### Sequential cells colored by netlist name

Other sequential cells in the stronger gray, the rest of the logic in the fainter gray.
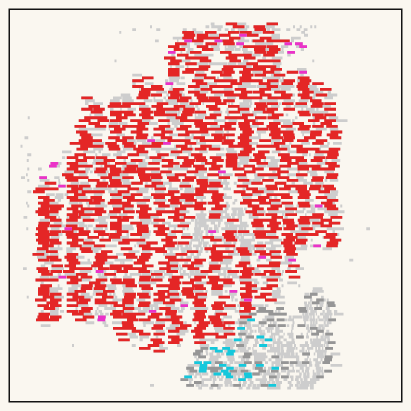
### M2 wires

Cells faint in the background.
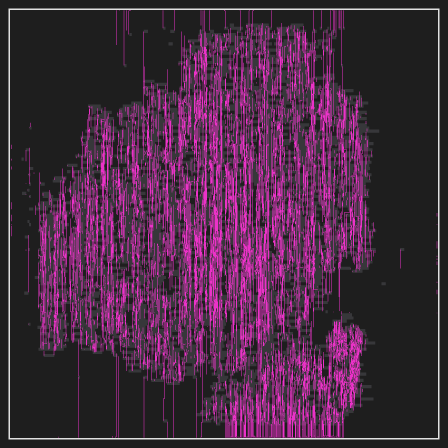
### The metal 1 layer

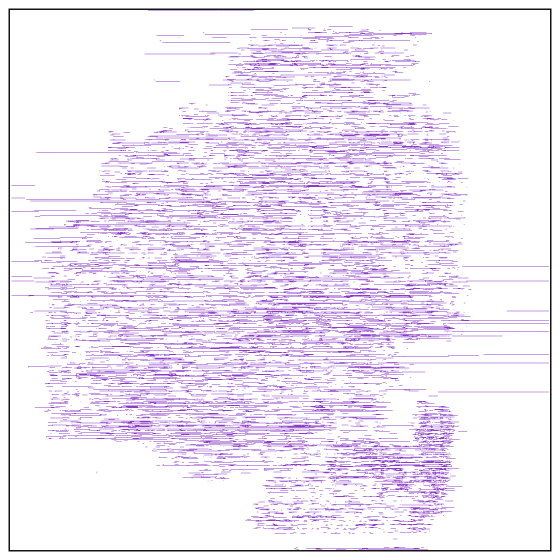
### Cell outlines without signal wires

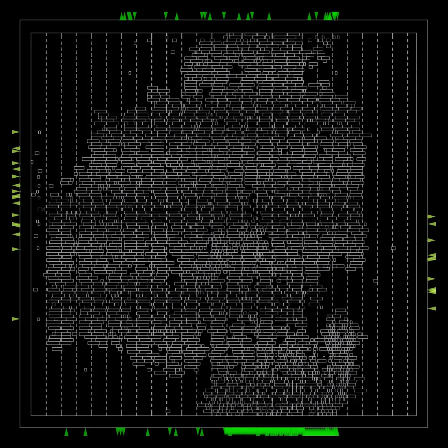
### Cell density map

The die is cut into 37 by 37 equal tiles; white is low, dark blue is high, 0 to 100% covered.
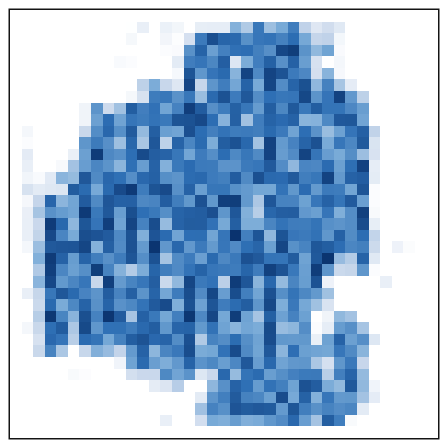
==> config.mk <==
export PLATFORM = sky130hd
export DESIGN_NAME = instruction_fetch_unit
export DESIGN_NICKNAME = d
export VERILOG_FILES = /design/src/rtl/instruction_fetch_unit.sv
export SDC_FILE = /design/constraint.sdc
export NUM_CORES = 1
export LEC_CHECK = 0
export CORE_MARGIN = 10
export CORE_UTILIZATION = 35
export CTS_CLUSTER_DIAMETER = 30
export DETAILED_ROUTE_END_ITERATION = 8
export PLACE_DENSITY = 0.61
export REMOVE_ABC_BUFFERS = 1
export SETUP_SLACK_MARGIN = 0.2
export SLEW_MARGIN = 20
export SYNTH_ARGS = -nofsm -noshare
export SYNTH_HDL_FRONTEND = slang
export SYNTH_SLANG_ARGS = --single-unit
==> constraint.sdc <==
create_clock -name clk -period 3.5 [get_ports clk]
set_input_delay 0.35 -clock clk [delete_from_list [all_inputs] [get_ports clk]]
set_output_delay 0.35 -clock clk [all_outputs]
set_load 0.005 [all_outputs]
==> src/rtl/instruction_fetch_unit.sv <==
// MIPS fetch stage: loadable instruction memory, PC with stall/flush/redirect,
// registered IF/ID outputs and a LOAD/RUN/FAULT mode FSM.
module instruction_fetch_unit #(
  parameter int unsigned ADDR_W   = 5,
  parameter logic [31:0] RESET_PC = 32'h0,
  parameter logic [31:0] NOP_WORD = 32'h0
) (
  input  logic              clk,
  input  logic              rst,
  input  logic              stall,
  input  logic              flush,
  input  logic              redirect_en,
  input  logic [31:0]       redirect_pc,
  input  logic              load_en,
  input  logic [ADDR_W-1:0] load_addr,
  input  logic [31:0]       load_data,
  input  logic              load_done,
  output logic [31:0]       if_instr,
  output logic [31:0]       if_pc,
  output logic [31:0]       if_pc_plus4,
  output logic              if_valid,
  output logic              fault,
  output logic [1:0]        state
);

  localparam int unsigned DEPTH    = 1 << ADDR_W;
  localparam int unsigned HI_SHIFT = ADDR_W + 2;

  typedef enum logic [1:0] {
    ST_LOAD  = 2'd0,
    ST_RUN   = 2'd1,
    ST_FAULT = 2'd2
  } mode_t;

  mode_t       state_q;
  mode_t       state_d;
  logic [31:0] pc_q;
  logic [31:0] pc_d;
  logic [31:0] instr_d;
  logic [31:0] ipc_d;
  logic [31:0] ipc4_d;
  logic        valid_d;

  logic [31:0] mem [DEPTH];
  logic [31:0] fetch_word;
  logic        pc_in_range;
  logic        redirect_ok;

  // Combinational read at the current PC; address bits above the memory are checked separately.
  assign fetch_word  = mem[pc_q[ADDR_W+1:2]];
  assign pc_in_range = (pc_q >> HI_SHIFT) == 32'd0;
  assign redirect_ok = (redirect_pc[1:0] == 2'b00) && ((redirect_pc >> HI_SHIFT) == 32'd0);

  // Next-state and next-output decode with RUN-mode priority load > redirect > flush > stall > fetch.
  always_comb begin
    state_d = state_q;
    pc_d    = pc_q;
    instr_d = if_instr;
    ipc_d   = if_pc;
    ipc4_d  = if_pc_plus4;
    valid_d = if_valid;

    unique case (state_q)
      ST_LOAD: begin
        valid_d = 1'b0;
        if (load_done) begin
          state_d = ST_RUN;
          pc_d    = RESET_PC;
        end
      end

      ST_RUN: begin
        if (load_en) begin
          state_d = ST_LOAD;
          valid_d = 1'b0;
          pc_d    = RESET_PC;
        end else if (redirect_en) begin
          valid_d = 1'b0;
          instr_d = NOP_WORD;
          if (redirect_ok) begin
            pc_d = redirect_pc;
          end else begin
            state_d = ST_FAULT;
          end
        end else if (flush) begin
          valid_d = 1'b0;
          instr_d = NOP_WORD;
          if (!stall) begin
            pc_d = pc_q + 32'd4;
          end
        end else if (!stall) begin
          if (!pc_in_range) begin
            state_d = ST_FAULT;
            valid_d = 1'b0;
          end else begin
            instr_d = fetch_word;
            ipc_d   = pc_q;
            ipc4_d  = pc_q + 32'd4;
            valid_d = 1'b1;
            pc_d    = pc_q + 32'd4;
          end
        end
      end

      ST_FAULT: begin
        valid_d = 1'b0;
        if (load_en) begin
          state_d = ST_LOAD;
          pc_d    = RESET_PC;
        end
      end

      default: begin
        state_d = ST_FAULT;
        valid_d = 1'b0;
      end
    endcase
  end

  // State, PC and IF/ID register.
  always_ff @(posedge clk) begin
    if (rst) begin
      state_q     <= ST_LOAD;
      pc_q        <= RESET_PC;
      if_instr    <= NOP_WORD;
      if_pc       <= 32'd0;
      if_pc_plus4 <= 32'd0;
      if_valid    <= 1'b0;
      fault       <= 1'b0;
    end else begin
      state_q     <= state_d;
      pc_q        <= pc_d;
      if_instr    <= instr_d;
      if_pc       <= ipc_d;
      if_pc_plus4 <= ipc4_d;
      if_valid    <= valid_d;
      fault       <= (state_d == ST_FAULT);
    end
  end

  // Loader writes are accepted in every mode; reset blocks them and never clears contents.
  always_ff @(posedge clk) begin
    if (!rst && load_en) begin
      mem[load_addr] <= load_data;
    end
  end

  assign state = state_q;

endmodule
==> Changelog: implementation <==
## Implementation

* Status: finished, final reports clean
* Crit path DAT at 3.43 ns
* Vias in the first global route at 24.1k
* YS chip area at 0.0438 mm2
* GRT Util Overall at 0.158
* Reg power frac at 0.435
* CP dominant cell by count: o21ai_0
* RSZ-0062 raised after global routing: false
* Logic share of the area at 0.182
* Met1 WL at 44,100 um
* Worst Slack Setup Final at 0.742 ns
* Top-count cell post-synth: edfxtp_1
* Port bufs at 175
* Final #Nets at 2,602
* Max stage delay on crit path at 0.81 ns
* Layout cell share with drive strength beyond 1 at 0.290
* Final hold violation count at 0
* Slew Viols, Final at 0
* Highest routed layer: met5
* Adder share at 0.000286
* Die height at 374 um
* Commonest cells in the netlist: 1,024 x edfxtp_1, 256 x mux4_2, 135 x dfxtp_1, 75 x clkbuf_1, 68 x nor2_1
* Area Growth Syn to Fin at 25.5%
* Reg2Reg Depth at 7
* Clock skew at 0.0600 ns
* Clock power frac at 0.542
* CP Launch Type: flip-flop
* Largest net degree at the start of global routing at 77
* Commonest flop: edfxtp_1
* Num CTS Buffers at 188
* Area fraction in compound gates at 0.0404
* Bufs w/o clock at 283
* Top area cell types: edfxtp_1 70%, mux4_2 13%, dfxtp_1 6.2%
* Critical path class: reg2reg
* Cell area after layout at 0.0549 mm2
* Fin crit share at 0.788
* Post-placement cell area at 0.0483 mm2
* R2r startpoint: pc_q[2]
* Buffering overhead at 0.0480
* Slew headroom at 0.290
* Crit path capture: pc_q[30]
* First-pass GRT wire length at 164,000 um
* Mux share at 0.142
* M3 GR Usage at 0.0342
* ANT nets after route at 0
* Worst-Margin Slew at 1.06 ns
* DP Cell Count at 3,972
* Wire length per cell after detailed routing at 26.0 um
* Hold WC Path Type: in2reg
* Layout fillers at 10.4k
* Clock buffers at 214
* Clk pwr at 18.9 mW
* Worst EP required at 4.17 ns
* Longest Clk Path Bufs at 3
* Max Freq at 363 MHz
* Tool Warnings at 26
* Htree depth at 4
* Simple Share, Synth at 0.0391
* Largest area contributor in the netlist: edfxtp_1
* Worst-path cell chain: ha_1, nand4_1, nor4_2, nand2_1, o21ai_0, o21ai_0, o2bb2ai_1
## Picture notes: 'Sequential cells colored by netlist name'
Red is `mem`, sequential cells 1,024. Cyan is `if_pc_plus4`, sequential cells 30, where bottom center. Magenta is `if_instr`, sequential cells 32, where spread over the die.
Seq power: 15.2 mW
Sequential cell area: 0.0335 mm2
Seq area share: 0.609
final core utilization: 0.443

## Picture notes: 'M2 wires'
2,327 nets have wire on it. The longest straight run is 112 um. The layer holds 50% of the routed length.
M2 GR Usage: 0.268
Vias: 23.0k
Post-Route WL: 112,000 um

## Picture notes: 'The metal 1 layer'
The layer holds 39% of the routed length. The longest straight run is 125 um.
GR Layer Usage met1: 0.198

## Picture notes: 'Cell outlines without signal wires'
Non-Filler Instances: 4,327
Tapcells: 1,637
flip-flops: 1,159

## Picture notes: 'Cell density map'
38% of the tiles are nearly empty. The emptiest ninth of the die: upper left. The densest ninth of the die: center. The fullest tile reaches 99%. The mean over all tiles is 38%.
FP Util: 0.353
core area: 0.124 mm2

Power is estimated from default activity; no workload was simulated.
